<file path="config.mk">
export PLATFORM = sky130hd
export DESIGN_NAME = arcanoid_ball_engine_flat
export DESIGN_NICKNAME = d
export VERILOG_FILES = /design/src/rtl/arcanoid_ball_engine_if.sv /design/src/rtl/arcanoid_ball_engine.sv /design/src/flat_wrapper.sv
export SDC_FILE = /design/constraint.sdc
export NUM_CORES = 1
export LEC_CHECK = 0
export ABC_AREA = 0
export CAP_MARGIN = 5
export CORE_UTILIZATION = 30
export CTS_CLUSTER_SIZE = 12
export DETAILED_ROUTE_END_ITERATION = 6
export PLACE_DENSITY_LB_ADDON = 0.2
export SETUP_SLACK_MARGIN = 0.4
export SYNTH_ARGS = -nofsm -noshare
export SYNTH_HDL_FRONTEND = slang
export SYNTH_SLANG_ARGS = --single-unit
export TNS_END_PERCENT = 10
</file>
<file path="constraint.sdc">
create_clock -name pclk -period 6.56 [get_ports pclk]
set_clock_uncertainty 0.2 [all_clocks]
set_input_delay 0.656 -clock pclk [delete_from_list [all_inputs] [get_ports pclk]]
set_output_delay 0.656 -clock pclk [all_outputs]
set_load 0.05 [all_outputs]
</file>
<file path="src/rtl/arcanoid_ball_engine_if.sv">
// rtl/arcanoid_ball_engine_if.sv - game-side/engine-side signal bundle for the ball physics engine
interface arcanoid_ball_engine_if #(
    parameter int POS_W   = 12,
    parameter int SPEED_W = 4
);
    logic               frame_tick;
    logic [POS_W-1:0]   paddle_x;
    logic               launch;
    logic               new_game;
    logic               brick_hit;
    logic [SPEED_W-1:0] speed;
    logic [POS_W-1:0]   ball_x;
    logic [POS_W-1:0]   ball_y;
    logic               bounce;
    logic               ball_lost;
    logic [2:0]         lives;
    logic               game_over;

    modport master (
        output frame_tick, paddle_x, launch, new_game, brick_hit, speed,
        input  ball_x, ball_y, bounce, ball_lost, lives, game_over
    );

    modport slave (
        input  frame_tick, paddle_x, launch, new_game, brick_hit, speed,
        output ball_x, ball_y, bounce, ball_lost, lives, game_over
    );
endinterface

</file>
<file path="src/rtl/arcanoid_ball_engine.sv">
// rtl/arcanoid_ball_engine.sv - per-frame ball physics, lives and attach/launch/lost control
// Optional PADDLE_ANGLE_EN: outer-quarter paddle hits double the x step and steer dx away from centre.
module arcanoid_ball_engine #(
    parameter int H_RES       = 1024,
    parameter int V_RES       = 768,
    parameter int POS_W       = 12,
    parameter int BALL_SIZE   = 16,
    parameter int PADDLE_W    = 128,
    parameter int PADDLE_Y    = 700,
    parameter int SPEED_W     = 4,
    parameter int LIVES       = 3,
    parameter int LOST_FRAMES = 60
) (
    input  logic                    pclk,
    input  logic                    reset,
    arcanoid_ball_engine_if.slave   bus
);
    localparam int SW     = POS_W + 2;
    localparam int X_MAX  = H_RES - BALL_SIZE;
    localparam int Y_REST = PADDLE_Y - BALL_SIZE;
    localparam int CNT_W  = $clog2(LOST_FRAMES + 1);

    localparam logic signed [SW-1:0] S_ZERO = '0;
    localparam logic signed [SW-1:0] S_ONE  = SW'(1);
    localparam logic signed [SW-1:0] S_BS   = SW'(BALL_SIZE);
    localparam logic signed [SW-1:0] S_PY   = SW'(PADDLE_Y);
    localparam logic signed [SW-1:0] S_PW   = SW'(PADDLE_W);
    localparam logic signed [SW-1:0] S_XMAX = SW'(X_MAX);
    localparam logic signed [SW-1:0] S_YMAX = SW'(V_RES - BALL_SIZE);
    localparam logic signed [SW-1:0] S_ATT  = SW'(PADDLE_W / 2 - BALL_SIZE / 2);
`ifdef PADDLE_ANGLE_EN
    localparam logic signed [SW-1:0] S_QW   = SW'(PADDLE_W / 4);
    localparam logic signed [SW-1:0] S_HALF = SW'(BALL_SIZE / 2);
`endif

    typedef enum logic [1:0] {ATTACHED, FLYING, LOST} state_t;

    state_t             state;
    logic [POS_W-1:0]   ball_x_q, ball_y_q;
    logic               dx_neg, dy_pos, brick_pend, bounce_q, lost_q;
    logic [2:0]         lives_q;
    logic [CNT_W-1:0]   lost_cnt;
`ifdef PADDLE_ANGLE_EN
    logic               wide, f_wide;
    logic signed [SW-1:0] ctr;
`endif

    logic signed [SW-1:0] s, xs, cx, cy, px, nx, ny, att_full;
    logic [POS_W-1:0]   att_x, f_x, f_y;
    logic               pend, hit_pad, hit_top, hit_bot, hit_brk, x_bnc, f_dxn, f_dyp, f_bnc;

    // Candidate next-frame values for FLYING; the register block only commits them on frame_tick.
    always_comb begin
        pend = brick_pend | bus.brick_hit;
        s    = (bus.speed == '0) ? S_ONE : $signed(SW'(bus.speed));
`ifdef PADDLE_ANGLE_EN
        xs   = wide ? (s <<< 1) : s;
`else
        xs   = s;
`endif
        cx       = $signed(SW'(ball_x_q));
        cy       = $signed(SW'(ball_y_q));
        px       = $signed(SW'(bus.paddle_x));
        nx       = dx_neg ? cx - xs : cx + xs;
        ny       = dy_pos ? cy + s : cy - s;
        att_full = px + S_ATT;
        att_x    = (att_full > S_XMAX) ? POS_W'(X_MAX) : att_full[POS_W-1:0];

        hit_pad = dy_pos && (ny + S_BS >= S_PY) && (cy + S_BS <= S_PY)
                  && (nx + S_BS > px) && (nx < px + S_PW);
        hit_top = (ny < S_ZERO);
        hit_bot = !hit_pad && (ny > S_YMAX);
        hit_brk = pend && !hit_pad && !hit_top && !hit_bot;

        f_dxn = dx_neg;
        f_x   = nx[POS_W-1:0];
        x_bnc = 1'b0;
`ifdef PADDLE_ANGLE_EN
        f_wide = wide;
        ctr    = nx + S_HALF;
        if (hit_pad) begin
            if (ctr < px + S_QW) begin
                f_wide = 1'b1;
                f_dxn  = 1'b1;
            end else if (ctr >= px + S_PW - S_QW) begin
                f_wide = 1'b1;
                f_dxn  = 1'b0;
            end else begin
                f_wide = 1'b0;
            end
        end
`endif
        if (nx < S_ZERO) begin
            f_x   = '0;
            f_dxn = 1'b0;
            x_bnc = 1'b1;
        end else if (nx > S_XMAX) begin
            f_x   = POS_W'(X_MAX);
            f_dxn = 1'b1;
            x_bnc = 1'b1;
        end

        f_y   = ny[POS_W-1:0];
        f_dyp = dy_pos;
        if (hit_pad) begin
            f_y   = POS_W'(Y_REST);
            f_dyp = 1'b0;
        end else if (hit_top) begin
            f_y   = '0;
            f_dyp = 1'b1;
        end else if (hit_brk) begin
            f_y   = ball_y_q;
            f_dyp = !dy_pos;
        end
        f_bnc = x_bnc | hit_pad | hit_top | hit_brk;
    end

    always_ff @(posedge pclk) begin
        if (!reset) begin
            state      <= ATTACHED;
            lives_q    <= 3'(LIVES);
            dx_neg     <= 1'b0;
            dy_pos     <= 1'b0;
            ball_x_q   <= '0;
            ball_y_q   <= POS_W'(Y_REST);
            bounce_q   <= 1'b0;
            lost_q     <= 1'b0;
            brick_pend <= 1'b0;
            lost_cnt   <= '0;
`ifdef PADDLE_ANGLE_EN
            wide       <= 1'b0;
`endif
        end else if (bus.new_game) begin
            state      <= ATTACHED;
            lives_q    <= 3'(LIVES);
            dx_neg     <= 1'b0;
            dy_pos     <= 1'b0;
            bounce_q   <= 1'b0;
            lost_q     <= 1'b0;
            brick_pend <= 1'b0;
            lost_cnt   <= '0;
        end else begin
            bounce_q <= 1'b0;
            lost_q   <= 1'b0;
            if (!bus.frame_tick) begin
                brick_pend <= brick_pend | bus.brick_hit;
            end else begin
                brick_pend <= 1'b0;
                case (state)
                    ATTACHED: begin
                        ball_x_q <= att_x;
                        ball_y_q <= POS_W'(Y_REST);
                        if (bus.launch && lives_q != 3'd0) begin
                            state  <= FLYING;
                            dx_neg <= 1'b0;
                            dy_pos <= 1'b0;
`ifdef PADDLE_ANGLE_EN
                            wide   <= 1'b0;
`endif
                        end
                    end
                    FLYING: begin
                        ball_x_q <= f_x;
                        ball_y_q <= f_y;
                        dx_neg   <= f_dxn;
                        dy_pos   <= f_dyp;
                        bounce_q <= f_bnc;
`ifdef PADDLE_ANGLE_EN
                        wide     <= f_wide;
`endif
                        if (hit_bot) begin
                            state  <= LOST;
                            lost_q <= 1'b1;
                            if (lives_q != 3'd0) lives_q <= lives_q - 3'd1;
                        end
                    end
                    default: begin
                        if (lost_cnt == CNT_W'(LOST_FRAMES - 1)) begin
                            state    <= ATTACHED;
                            lost_cnt <= '0;
                            dx_neg   <= 1'b0;
                            dy_pos   <= 1'b0;
                        end else begin
                            lost_cnt <= lost_cnt + CNT_W'(1);
                        end
                    end
                endcase
            end
        end
    end

    assign bus.ball_x    = ball_x_q;
    assign bus.ball_y    = ball_y_q;
    assign bus.bounce    = bounce_q;
    assign bus.ball_lost = lost_q;
    assign bus.lives     = lives_q;
    assign bus.game_over = (lives_q == 3'd0);
endmodule

</file>
<file path="src/flat_wrapper.sv">
// flat-port wrapper written by rule: the top's interface ports become plain ports
module arcanoid_ball_engine_flat 
#(
    parameter int H_RES       = 1024,
    parameter int V_RES       = 768,
    parameter int POS_W       = 12,
    parameter int BALL_SIZE   = 16,
    parameter int PADDLE_W    = 128,
    parameter int PADDLE_Y    = 700,
    parameter int SPEED_W     = 4,
    parameter int LIVES       = 3,
    parameter int LOST_FRAMES = 60
)
  (pclk, reset, bus_frame_tick, bus_paddle_x, bus_launch, bus_new_game, bus_brick_hit, bus_speed, bus_ball_x, bus_ball_y, bus_bounce, bus_ball_lost, bus_lives, bus_game_over);
  arcanoid_ball_engine_if #(.POS_W(POS_W), .SPEED_W(SPEED_W)) bus_i ();
  input  logic pclk;
  input  logic reset;
  input wire logic [$bits(bus_i.frame_tick)-1:0] bus_frame_tick;
  input wire logic [$bits(bus_i.paddle_x)-1:0] bus_paddle_x;
  input wire logic [$bits(bus_i.launch)-1:0] bus_launch;
  input wire logic [$bits(bus_i.new_game)-1:0] bus_new_game;
  input wire logic [$bits(bus_i.brick_hit)-1:0] bus_brick_hit;
  input wire logic [$bits(bus_i.speed)-1:0] bus_speed;
  output wire logic [$bits(bus_i.ball_x)-1:0] bus_ball_x;
  output wire logic [$bits(bus_i.ball_y)-1:0] bus_ball_y;
  output wire logic [$bits(bus_i.bounce)-1:0] bus_bounce;
  output wire logic [$bits(bus_i.ball_lost)-1:0] bus_ball_lost;
  output wire logic [$bits(bus_i.lives)-1:0] bus_lives;
  output wire logic [$bits(bus_i.game_over)-1:0] bus_game_over;
  assign bus_i.frame_tick = bus_frame_tick;
  assign bus_i.paddle_x = bus_paddle_x;
  assign bus_i.launch = bus_launch;
  assign bus_i.new_game = bus_new_game;
  assign bus_i.brick_hit = bus_brick_hit;
  assign bus_i.speed = bus_speed;
  assign bus_ball_x = bus_i.ball_x;
  assign bus_ball_y = bus_i.ball_y;
  assign bus_bounce = bus_i.bounce;
  assign bus_ball_lost = bus_i.ball_lost;
  assign bus_lives = bus_i.lives;
  assign bus_game_over = bus_i.game_over;
  arcanoid_ball_engine #(.H_RES(H_RES), .V_RES(V_RES), .POS_W(POS_W), .BALL_SIZE(BALL_SIZE), .PADDLE_W(PADDLE_W), .PADDLE_Y(PADDLE_Y), .SPEED_W(SPEED_W), .LIVES(LIVES), .LOST_FRAMES(LOST_FRAMES)) u_core (.pclk(pclk), .reset(reset), .bus(bus_i));
endmodule
</file>
port_nets.png
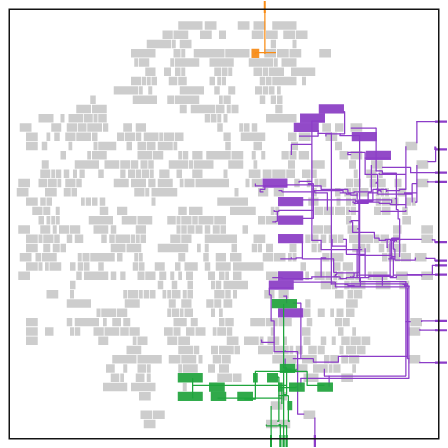
Green shows bus_speed, direction input, end cells 13, buffers 5, wire 198 microns. Orange shows bus_launch, direction input, end cells 1, buffers 1, wire 19.1 microns. Purple shows bus_ball_y, direction output, end cells 12, buffers 12, wire 1,200 microns.

==> GITHUB_STEP_SUMMARY <==
## Implementation flow summary

| Metric | Value |
|---|---|
| Largest stage delay on the critical path | `roughly 0.53 ns` |
| Static Leakage | `between 2 and 2.5 nW` |
| Reg power frac | `0.356` |
| Post-Synthesis Cells | `600` |
| Chip area in the Yosys report | `4580 sq um` |
| Syn-to-layout area delta | `18.9%` |
| Cell type with the highest occurrence count on the critical path | `sky130_fd_sc_hd__ha_1` |
| Tightest Pin Transition | `1.16 ns` |
| Sequential area share after synthesis | `0.175` |
| Worst Slack Setup Final | `0.657 ns` |
| Cell Count Post-Placement | `816` |
| Most crowded layer after global routing | `met2` |
| Clock buffers created by TritonCTS | `5` |
| Dominant cell by count in the synthesized netlist | `sky130_fd_sc_hd__nor2_1` |
| GR met1 Demand/Resource | `0.234` |
| Smallest hold slack | `0.311 ns` |
| Max FO, Critical Path | `7` |
| Max Used Layer | `met4` |
| Synthesized area divided by synthesized cell count | `7.64 sq um` |
| Required time of the worst setup path | `6.53 ns` |
| Kind of cell adding the most delay to the critical path | `AND-OR/OR-AND gates` |
| Number of cells on the worst reg-to-reg path | `19` |
| Violations in the final reports | `DRC` |
| Global routing met3 resource utilization | `0.0227` |
| Via count of the first global-routing pass | `~4,600` |
| Met1 Routed Length | `6.60 mm` |
| Post-placement setup slack | `roughly 0.23 ns` |
| Synthesized flop and latch total | `around 40` |
| Total count of hold-check failures in the final report | `0` |
| Count of yosys warnings during synthesis | `0` |
| Initial antenna violation count | `0` |
| Largest buffer count on any clock path | `2` |
| Share of layout cells above drive strength 1 | `0.0595` |
| Net count, final | `713` |
| Layout Utilization | `0.371` |
| Standard cell with the maximum stage delay on the critical path | `sky130_fd_sc_hd__clkdlybuf4s50_1` |
| WL/cell | `17.1 microns` |
| Post-Syn Area | `~4600 sq um` |
| Remaining antenna violation count after routing | `0` |
| Number of nets produced by synthesis | `674` |
| Num ports | `52` |
| Clock Tree Root | `sky130_fd_sc_hd__clkbuf_16` |
| Last weighted congestion value of the routability-driven placer | `0.885` |
| Residual DRC | `4` |
| Total length of routed met3 wires | `449 microns` |
| Status | `finished with violations` |
| Combined global-route utilization of all metal layers | `0.185` |
| Data arrival, critical path | `5.87 ns` |
| Destination of the worst register-to-register timing path | `u_core.bus.ball_y[6]` |
| Highest achievable clock rate | `between 0.15 and 0.2 GHz` |
| Switching power | `0.000254 W` |
| TritonCTS sink count | `40` |
| Most frequent logic cell in the layout | `sky130_fd_sc_hd__nor2_1` |
| Maximum number of pins on one net before global-route repair | `23` |
| Final setup TNS | `0 ns` |
| Worst IR Drop VDD | `0.0785 mV` |
| Via count | `about 4,600` |
| Number of logged tool warnings | `41` |
| Power in combinational cells | `roughly 0.00023 W` |
| TritonCTS clock tree | `built` |
| Floorplan Core Area | `14,700 sq um` |
| Minimum setup slack among reg-to-reg paths | `1.49 ns` |
| Post-synth top area cell | `sky130_fd_sc_hd__dfxtp_1` |
| Proportion of power drawn by the clock network | `0.325` |
| Detailed-placement wirelength estimate | `11.4 mm` |
| First-pass iteration count of the detailed router | `7` |
| Worst min-delay path category | `register to register` |
| Worst setup EP type | `register` |
| Path type of the worst setup path | `primary input to register` |
| Stages on the worst setup path | `23` |
| Top_reg_cell synth | `sky130_fd_sc_hd__dfxtp_1` |
| Share of the core filled by cells before placement | `0.312` |
| Rel. slew slack | `0.223` |
clock_map.png
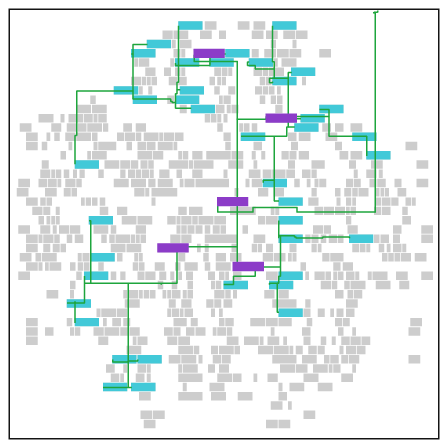
Cyan shows flip-flops, count 40. Green shows clock wires, length 671 microns. Purple shows cells driving clock nets, count 5.
There are 6 routed clock nets.

## cell families (layout without fill, tap and decap cells)
| logic type | count (synthesis) | in the layout | synth area share |
|---|---|---|---|
| simple gates | 226 | 226 | 0.267 |
| mux | 9 | 9 | 0.0199 |
| compound gates | 176 | 176 | 0.274 |
| buf+inv | 66 | 105 | 0.0565 |
| flops | 40 | 40 | 0.175 |
| fa+ha+maj | 52 | 52 | 0.149 |
| xor+xnor | 31 | 31 | 0.0593 |
## area by class of cell
type,count,area (sq um)
fill,1520,9250
inverter,42,158
clock inverter,2,12.5
clock buffer,5,125
sequential,40,801
tap,184,230
multi-input combinational,494,3570
timing repair buffer,56,548
Power figures rest on the tool's default switching activity, not on a simulated workload.
